==> config.mk <==
export PLATFORM = sky130hd
export DESIGN_NAME = irq_ctrl
export DESIGN_NICKNAME = d
export VERILOG_FILES = /design/src/rtl/irq_ctrl_pkg.sv /design/src/rtl/irq_prio_enc.sv /design/src/rtl/irq_ctrl.sv
export SDC_FILE = /design/constraint.sdc
export NUM_CORES = 1
export LEC_CHECK = 0
export CORE_MARGIN = 2
export CORE_UTILIZATION = 55
export CTS_BUF_LIST = sky130_fd_sc_hd__clkbuf_8 sky130_fd_sc_hd__clkbuf_16
export CTS_CLUSTER_DIAMETER = 80
export DETAILED_ROUTE_END_ITERATION = 7
export GPL_TIMING_DRIVEN = 0
export PLACE_DENSITY = 0.84
export SYNTH_ARGS = -nofsm -noshare
export SYNTH_HDL_FRONTEND = slang
export SYNTH_SLANG_ARGS = --single-unit
export TNS_END_PERCENT = 50
==> constraint.sdc <==
create_clock -name clk -period 3.1 [get_ports clk]
set_input_delay 0.62 -clock clk [delete_from_list [all_inputs] [get_ports clk]]
set_output_delay 0.62 -clock clk [all_outputs]
set_load 0.02 [all_outputs]
==> src/rtl/irq_ctrl_pkg.sv <==
// Register map and line-mode encoding for the interrupt controller.
package irq_ctrl_pkg;

   localparam logic [2:0] IRQ_R_PENDING = 3'd0;
   localparam logic [2:0] IRQ_R_MASK    = 3'd1;
   localparam logic [2:0] IRQ_R_MODE    = 3'd2;
   localparam logic [2:0] IRQ_R_COUNT   = 3'd3;
   localparam logic [2:0] IRQ_R_COMPARE = 3'd4;
   localparam logic [2:0] IRQ_R_STATUS  = 3'd5;

   typedef enum logic {
      LEVEL = 1'b0,
      EDGE  = 1'b1
   } irqmode_e;

endpackage

==> src/rtl/irq_prio_enc.sv <==
// Priority encoder: reports whether any bit is set and the index of the highest one.
module irq_prio_enc #(
   parameter int N = 8,
   parameter int W = $clog2(N)
) (
   input  logic [N-1:0] req,
   output logic         valid,
   output logic [W-1:0] idx
);

   always_comb begin
      valid = |req;
      idx   = '0;
      for (int i = 0; i < N; i++) begin
         if (req[i]) idx = W'(i);
      end
   end

endmodule

==> src/rtl/irq_ctrl.sv <==
// Nested-priority interrupt controller with per-line level/edge mode and a
// count/compare timer feeding one line; presents a single request plus ID to CP0.
module irq_ctrl
   import irq_ctrl_pkg::*;
#(
   parameter int NUM_IRQ      = 8,
   parameter int TIMER_IRQ    = NUM_IRQ - 1,
   parameter int TIMER_PERIOD = 16,
   parameter int IDW          = $clog2(NUM_IRQ)
) (
   input  logic               clk,
   input  logic               rst,
   input  logic [NUM_IRQ-1:0] irq_in,
   output logic               irq_req,
   output logic [IDW-1:0]     irq_id,
   input  logic               irq_ack,
   input  logic               irq_eoi,
   input  logic               reg_we,
   input  logic [2:0]         reg_addr,
   input  logic [31:0]        reg_wdata,
   output logic [31:0]        reg_rdata
);

   localparam int PSW = $clog2(TIMER_PERIOD);

   logic [NUM_IRQ-1:0] pending_q, mask_q, mode_q, prev_q, in_service_q;
   logic [NUM_IRQ-1:0] pending_n, in_service_n, pending_vis;
   logic [NUM_IRQ-1:0] edge_mode, edge_set, clr_vec, ack_onehot, cand;
   logic [31:0]        count_q, compare_q;
   logic [PSW-1:0]     prescale_q;
   logic               timer_hit_q, timer_hit_n, ge_q;
   logic               cand_valid, is_valid, ack_fire, count_match, prescale_wrap;
   logic [IDW-1:0]     hp_idx, hs_idx;
   logic [NUM_IRQ+7:0] status_rd;
   logic               wr_pending, wr_mask, wr_mode, wr_count, wr_compare, wr_status;

   assign wr_pending = reg_we && (reg_addr == IRQ_R_PENDING);
   assign wr_mask    = reg_we && (reg_addr == IRQ_R_MASK);
   assign wr_mode    = reg_we && (reg_addr == IRQ_R_MODE);
   assign wr_count   = reg_we && (reg_addr == IRQ_R_COUNT);
   assign wr_compare = reg_we && (reg_addr == IRQ_R_COMPARE);
   assign wr_status  = reg_we && (reg_addr == IRQ_R_STATUS);

   // The timer match is kept apart from the line logic so it holds regardless of MODE.
   assign pending_vis = pending_q | (NUM_IRQ'(timer_hit_q) << TIMER_IRQ);
   assign cand        = pending_vis & mask_q;

   irq_prio_enc #(.N(NUM_IRQ), .W(IDW)) u_cand_enc (
      .req   (cand),
      .valid (cand_valid),
      .idx   (hp_idx)
   );

   irq_prio_enc #(.N(NUM_IRQ), .W(IDW)) u_is_enc (
      .req   (in_service_q),
      .valid (is_valid),
      .idx   (hs_idx)
   );

   assign irq_req  = ge_q & cand_valid & (~is_valid | (hp_idx > hs_idx));
   assign irq_id   = hp_idx;
   assign ack_fire = irq_ack & irq_req;

   assign count_match   = (compare_q != 32'd0) && (count_q == compare_q);
   assign prescale_wrap = (prescale_q == PSW'(TIMER_PERIOD - 1));

   always_comb begin
      edge_mode = '0;
      for (int i = 0; i < NUM_IRQ; i++) begin
         edge_mode[i] = (irqmode_e'(mode_q[i]) == EDGE);
      end
      edge_set   = irq_in & ~prev_q;
      ack_onehot = ack_fire ? (NUM_IRQ'(1) << irq_id) : '0;
      clr_vec    = ack_onehot | (wr_pending ? reg_wdata[NUM_IRQ-1:0] : '0);
      // A fresh edge beats any clear landing on the same line in the same cycle.
      pending_n  = (edge_mode & ((pending_q & ~clr_vec) | edge_set)) |
                   (~edge_mode & irq_in);
      timer_hit_n = wr_compare ? 1'b0 : (count_match | timer_hit_q);
   end

   // EOI retires the old highest entry before the ack adds the new one.
   always_comb begin
      in_service_n = in_service_q;
      if (irq_eoi && is_valid) in_service_n = in_service_n & ~(NUM_IRQ'(1) << hs_idx);
      if (ack_fire)            in_service_n = in_service_n | ack_onehot;
      if (wr_status)           in_service_n = NUM_IRQ'(reg_wdata >> 8);
   end

   always_ff @(posedge clk) begin
      if (rst) begin
         pending_q    <= '0;
         mask_q       <= '0;
         mode_q       <= '0;
         prev_q       <= '0;
         in_service_q <= '0;
         count_q      <= '0;
         compare_q    <= '0;
         prescale_q   <= '0;
         timer_hit_q  <= 1'b0;
         ge_q         <= 1'b0;
      end else begin
         pending_q    <= pending_n;
         prev_q       <= irq_in;
         in_service_q <= in_service_n;
         timer_hit_q  <= timer_hit_n;
         prescale_q   <= prescale_wrap ? '0 : prescale_q + PSW'(1);
         if (wr_count)          count_q <= reg_wdata;
         else if (prescale_wrap) count_q <= count_q + 32'd1;
         if (wr_mask)    mask_q    <= reg_wdata[NUM_IRQ-1:0];
         if (wr_mode)    mode_q    <= reg_wdata[NUM_IRQ-1:0];
         if (wr_compare) compare_q <= reg_wdata;
         if (wr_status)  ge_q      <= reg_wdata[0];
      end
   end

   assign status_rd = {in_service_q, 7'd0, ge_q};

   always_comb begin
      reg_rdata = '0;
      case (reg_addr)
         IRQ_R_PENDING: reg_rdata = 32'(pending_vis);
         IRQ_R_MASK:    reg_rdata = 32'(mask_q);
         IRQ_R_MODE:    reg_rdata = 32'(mode_q);
         IRQ_R_COUNT:   reg_rdata = count_q;
         IRQ_R_COMPARE: reg_rdata = compare_q;
         IRQ_R_STATUS:  reg_rdata = 32'(status_rd);
         default:       reg_rdata = '0;
      endcase
   end

endmodule

==> reports/results.tsv, run 1 <==
metric	value	unit
max_slew headroom	27.6	%
Setup WS post-layout	-0.0356	ns
Clock Tree Buf Depth	2	
CTS tree	built	
remaining global-route overflow	0	
failing checks	setup timing	
global-route wire length before repair	29800	microns
CP Buf/Inv Count	2	
sum of negative setup slack	-0.0356	ns
top cells by count, synth	dfxtp_1, nand2_1, nor2_1	
Non-clk bufs	140	
Seq. pwr	1.52	mW
outcome	finished with violations	
most numerous cell in the Yosys netlist	dfxtp_1	
cts hold-fix bufs	0	
Hold Crit Class	reg -> reg	
Post-Syn Area	5980	sq um
Post-synth ARST share	0	%
GRT met1 Usage	41.6	%
Skew-Pair Late Insertion Delay	0.40	ns
Top Usage Layer GRT	met2	
total CTS buffers	9	
number of global-route vias before repair	5797	
Max Fanout on Critical Path	4	
Worst Skew	0.0140	ns
P_leak	2.84	nW
met2 Track Usage GR	54.9	%
Tap Cells	140	
Die Area	11700	sq um
Die Span Y	108	microns
Slew Viols, Final	0	
OpenROAD warning count	28	
Slowest-stage cell, CP	dfxtp_4	
Post-DRT Antenna Nets	0	
power in combinational cells	407	uW
largest power group	registers	
most frequent CP cell	nand2_2	
non-filler cells, final	973	
flop share of the area	30.4	%
aoi share	20.2	%
final setup vio count	1	
Cell Rows	38	
Synth Area per Inst	8.19	sq um
Signal buf overhead	14.8	%
largest net degree at the start of global routing	19	
Cell Pwr Density	386	nW/um^2
Largest cells by area	dfxtp_1, nand2_1, a22o_1	
drt drc	0	
YS chip area	5980	sq um
[run 1: state kept, by name (all words and copies together) (netlist names)]
signal        cells
compare_q        32
count_q          32
edge_mode         8
ge_q              1
in_service_q      8
mask_q            8
pending_q         8
prescale_q        4
prev_q            8
timer_hit_q       1
[run 1: placed cells by master, fill, tap and decap left out, types with 7 or more instances in the layout]
cell,count
dfxtp_2,7
a22o_1,43
nand2_1,102
dlygate4sd2_1,29
a21oi_1,43
nor4_1,22
nor3_1,9
xor2_1,43
xnor2_1,21
inv_1,8
o22ai_1,7
buf_4,8
a311oi_1,8
clkdlybuf4s50_1,48
mux2i_1,27
nand4_1,12
nor2_1,80
nand3_1,16
clkbuf_8,10
dfxtp_1,101
a22oi_1,7
a211oi_1,38
nor2b_1,11
clkbuf_1,31
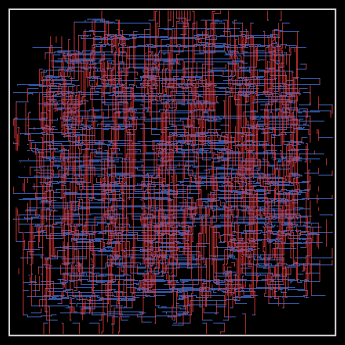
*Routed metal, one colour a layer, run 1*
Drawn at 3 px/micron. Only two layers are drawn.
Key: red = metal 2 [wire length 9010 microns]; blue = metal 1 [wire length 7890 microns]

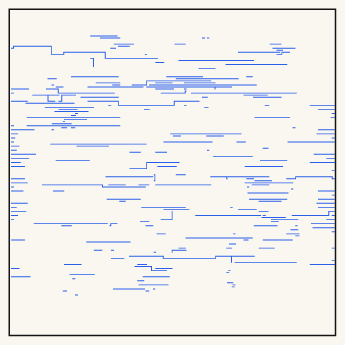
*M3 wires, run 1*
Drawn at 3 px/micron.
The wires run mostly horizontal. The layer holds 8.4% of the routed length. The longest straight run is 35.7 microns.

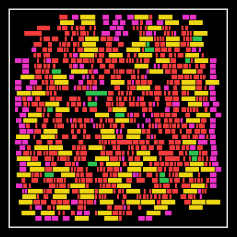
*Cell classes on the final placement, run 1*
Drawn at 2 px/micron.
Key: magenta = other buffers and delay cells [cells 140, share of their area 15%]; red = combinational and other logic [cells 568, share of their area 51%]; yellow = flops [cells 110, share of their area 31%]; green = clock drivers and dummy loads [cells 15, share of their area 2.7%]

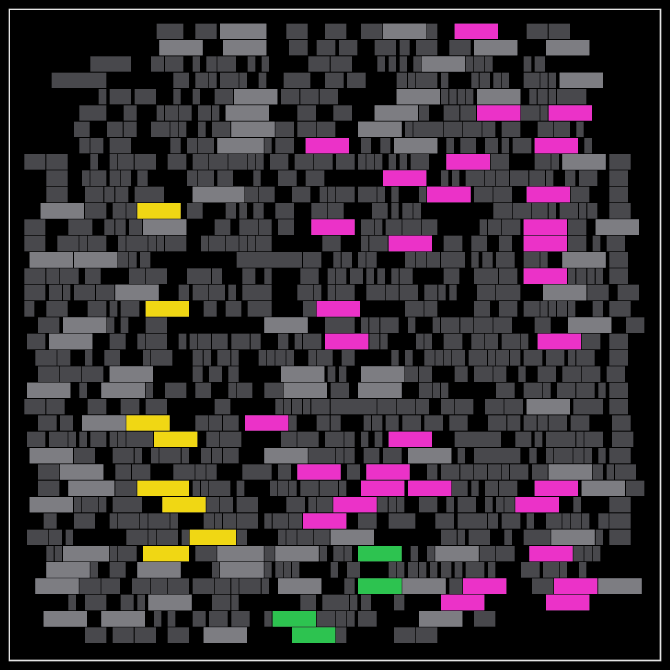
*Register map, names as in the netlist, run 1*
Drawn at 6 px/micron. Other sequential cells in the stronger grey, the rest of the logic in the fainter grey.
Key: yellow = `mask_q` [flops 8]; magenta = `count_q` [flops 32]; green = `prescale_q` [flops 4, where south]
Another 66 sequential cells are not coloured.

--- run 2 (diff from run 1) ---
CAP_MARGIN = 10   (was not set)
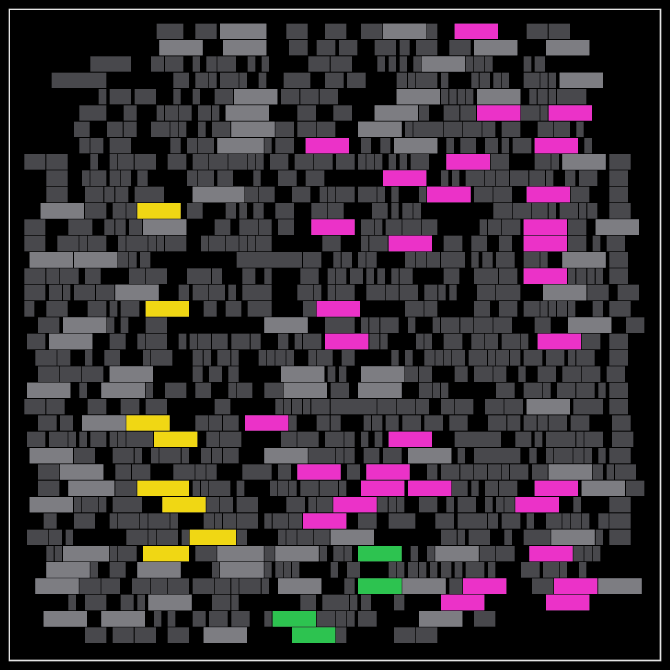
*Register map, names as in the netlist, run 2*
Drawn at 6 px/micron. Other sequential cells in the stronger grey, the rest of the logic in the fainter grey.
Key: green = `prescale_q` [flops 4, where south]; yellow = `mask_q` [flops 8]; magenta = `count_q` [flops 32]
Another 66 sequential cells are not coloured.

==> run 2 against run 1 <==
  * The run still ends with setup timing left
  * Design area is the same
  * Non-clock buffer count is the same
  * Synthesized area is the same
  * Clock power is essentially flat
  * Total power is the same
  * Setup slack is the same
  * Global-route usage is the same
  * Clock skew is the same
  * Sequential cell count is the same
  * Worst hold slack is the same
  * First-iteration DRC count is the same
  * Largest power group unchanged
==> reports/results.tsv, run 2 <==
metric	value	unit
Total GRT Usage	33.3	%
Skew-Pair Late Insertion Delay	0.40	ns
drt drc	0	
Worst Skew	0.0140	ns
number of global-route vias before repair	5797	
minimum clock period	3.14	ns
post-synthesis mux area share	4.71	%
Die Span Y	108	microns
Post-DRT Antenna Nets	0	
Post-Syn Area	5980	sq um
remaining global-route overflow	0	
dominant logic cell types in the final layout	nand2_1, dfxtp_1, nor2_1, clkdlybuf4s50_1	
area post-placement	6980	sq um
Post-synth ARST share	0	%
Slew Viols, Final	0	
final setup vio count	1	
most numerous cell in the Yosys netlist	dfxtp_1	
Util after Layout	67.9	%
P_leak	2.84	nW
failing checks	setup timing	
cts hold-fix bufs	0	
largest net degree at the start of global routing	19	
number of inserted diodes	0	
most frequent CP cell	nand2_2	
outcome	finished with violations	
Clock Tree Buf Depth	2	
Setup WS post-layout	-0.0356	ns
Die Area	11700	sq um
YS chip area	5980	sq um
Cell Pwr Density	386	nW/um^2
max_slew headroom	27.6	%
WP data arrival	2.52	ns
Largest cells by area	dfxtp_1, nand2_1, a22o_1	
Synth Area per Inst	8.19	sq um
sum of negative setup slack	-0.0356	ns
global-route wire length before repair	29800	microns
CP Buf/Inv Count	2	
initial antenna violation count	0	
Resized cells post-CTS	63	
dominant logic cell type in the layout	nand2_1	
Largest regs	compare_q: 32 flops, count_q: 32 flops	
aoi share	20.2	%
non-filler cells, final	973	
OpenROAD warning count	28	
Max Fanout on Critical Path	4	
reg2reg start	prescale_q[0]	
Slowest-stage cell, CP	dfxtp_4	
Hold Crit Class	reg -> reg	
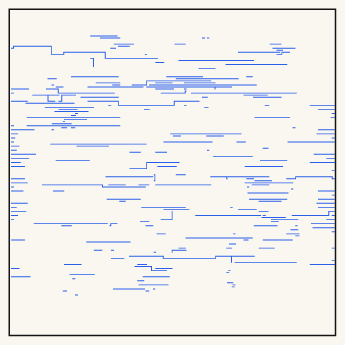
*M3 wires, run 2*
Drawn at 3 px/micron.
161 nets have wire on it. The longest straight run is 35.7 microns. The layer carries 1610 microns of wire. The layer holds 8.4% of the routed length. The wires run mostly horizontal.

## run 2: power breakdown
group,internal (mW),switching (mW)
sequential,1.46,0.0573
clock,0.375,0.519
combinational,0.184,0.224
total,2.02,0.799
## run 2: layout make-up
cell class | instances | share of cell area (%)
timing repair buffer | 88 | 11.3
buffer | 52 | 3.45
inverter | 9 | 0.463
sequential | 110 | 30.4
tap | 140 | 2.40
clock inverter | 6 | 0.943
multi-input combinational | 559 | 49.3
clock buffer | 9 | 1.70
## run 2: layer usage
metal	vias up	track usage [%]	wire (microns)
met4	0	15.5	714
met1	2857	41.6	7890
met5	-	0	0
li1	2825	-	-
met3	69	7.05	1610
met2	338	54.9	9010
No activity file was given, so power comes from the tool's default toggle rates.
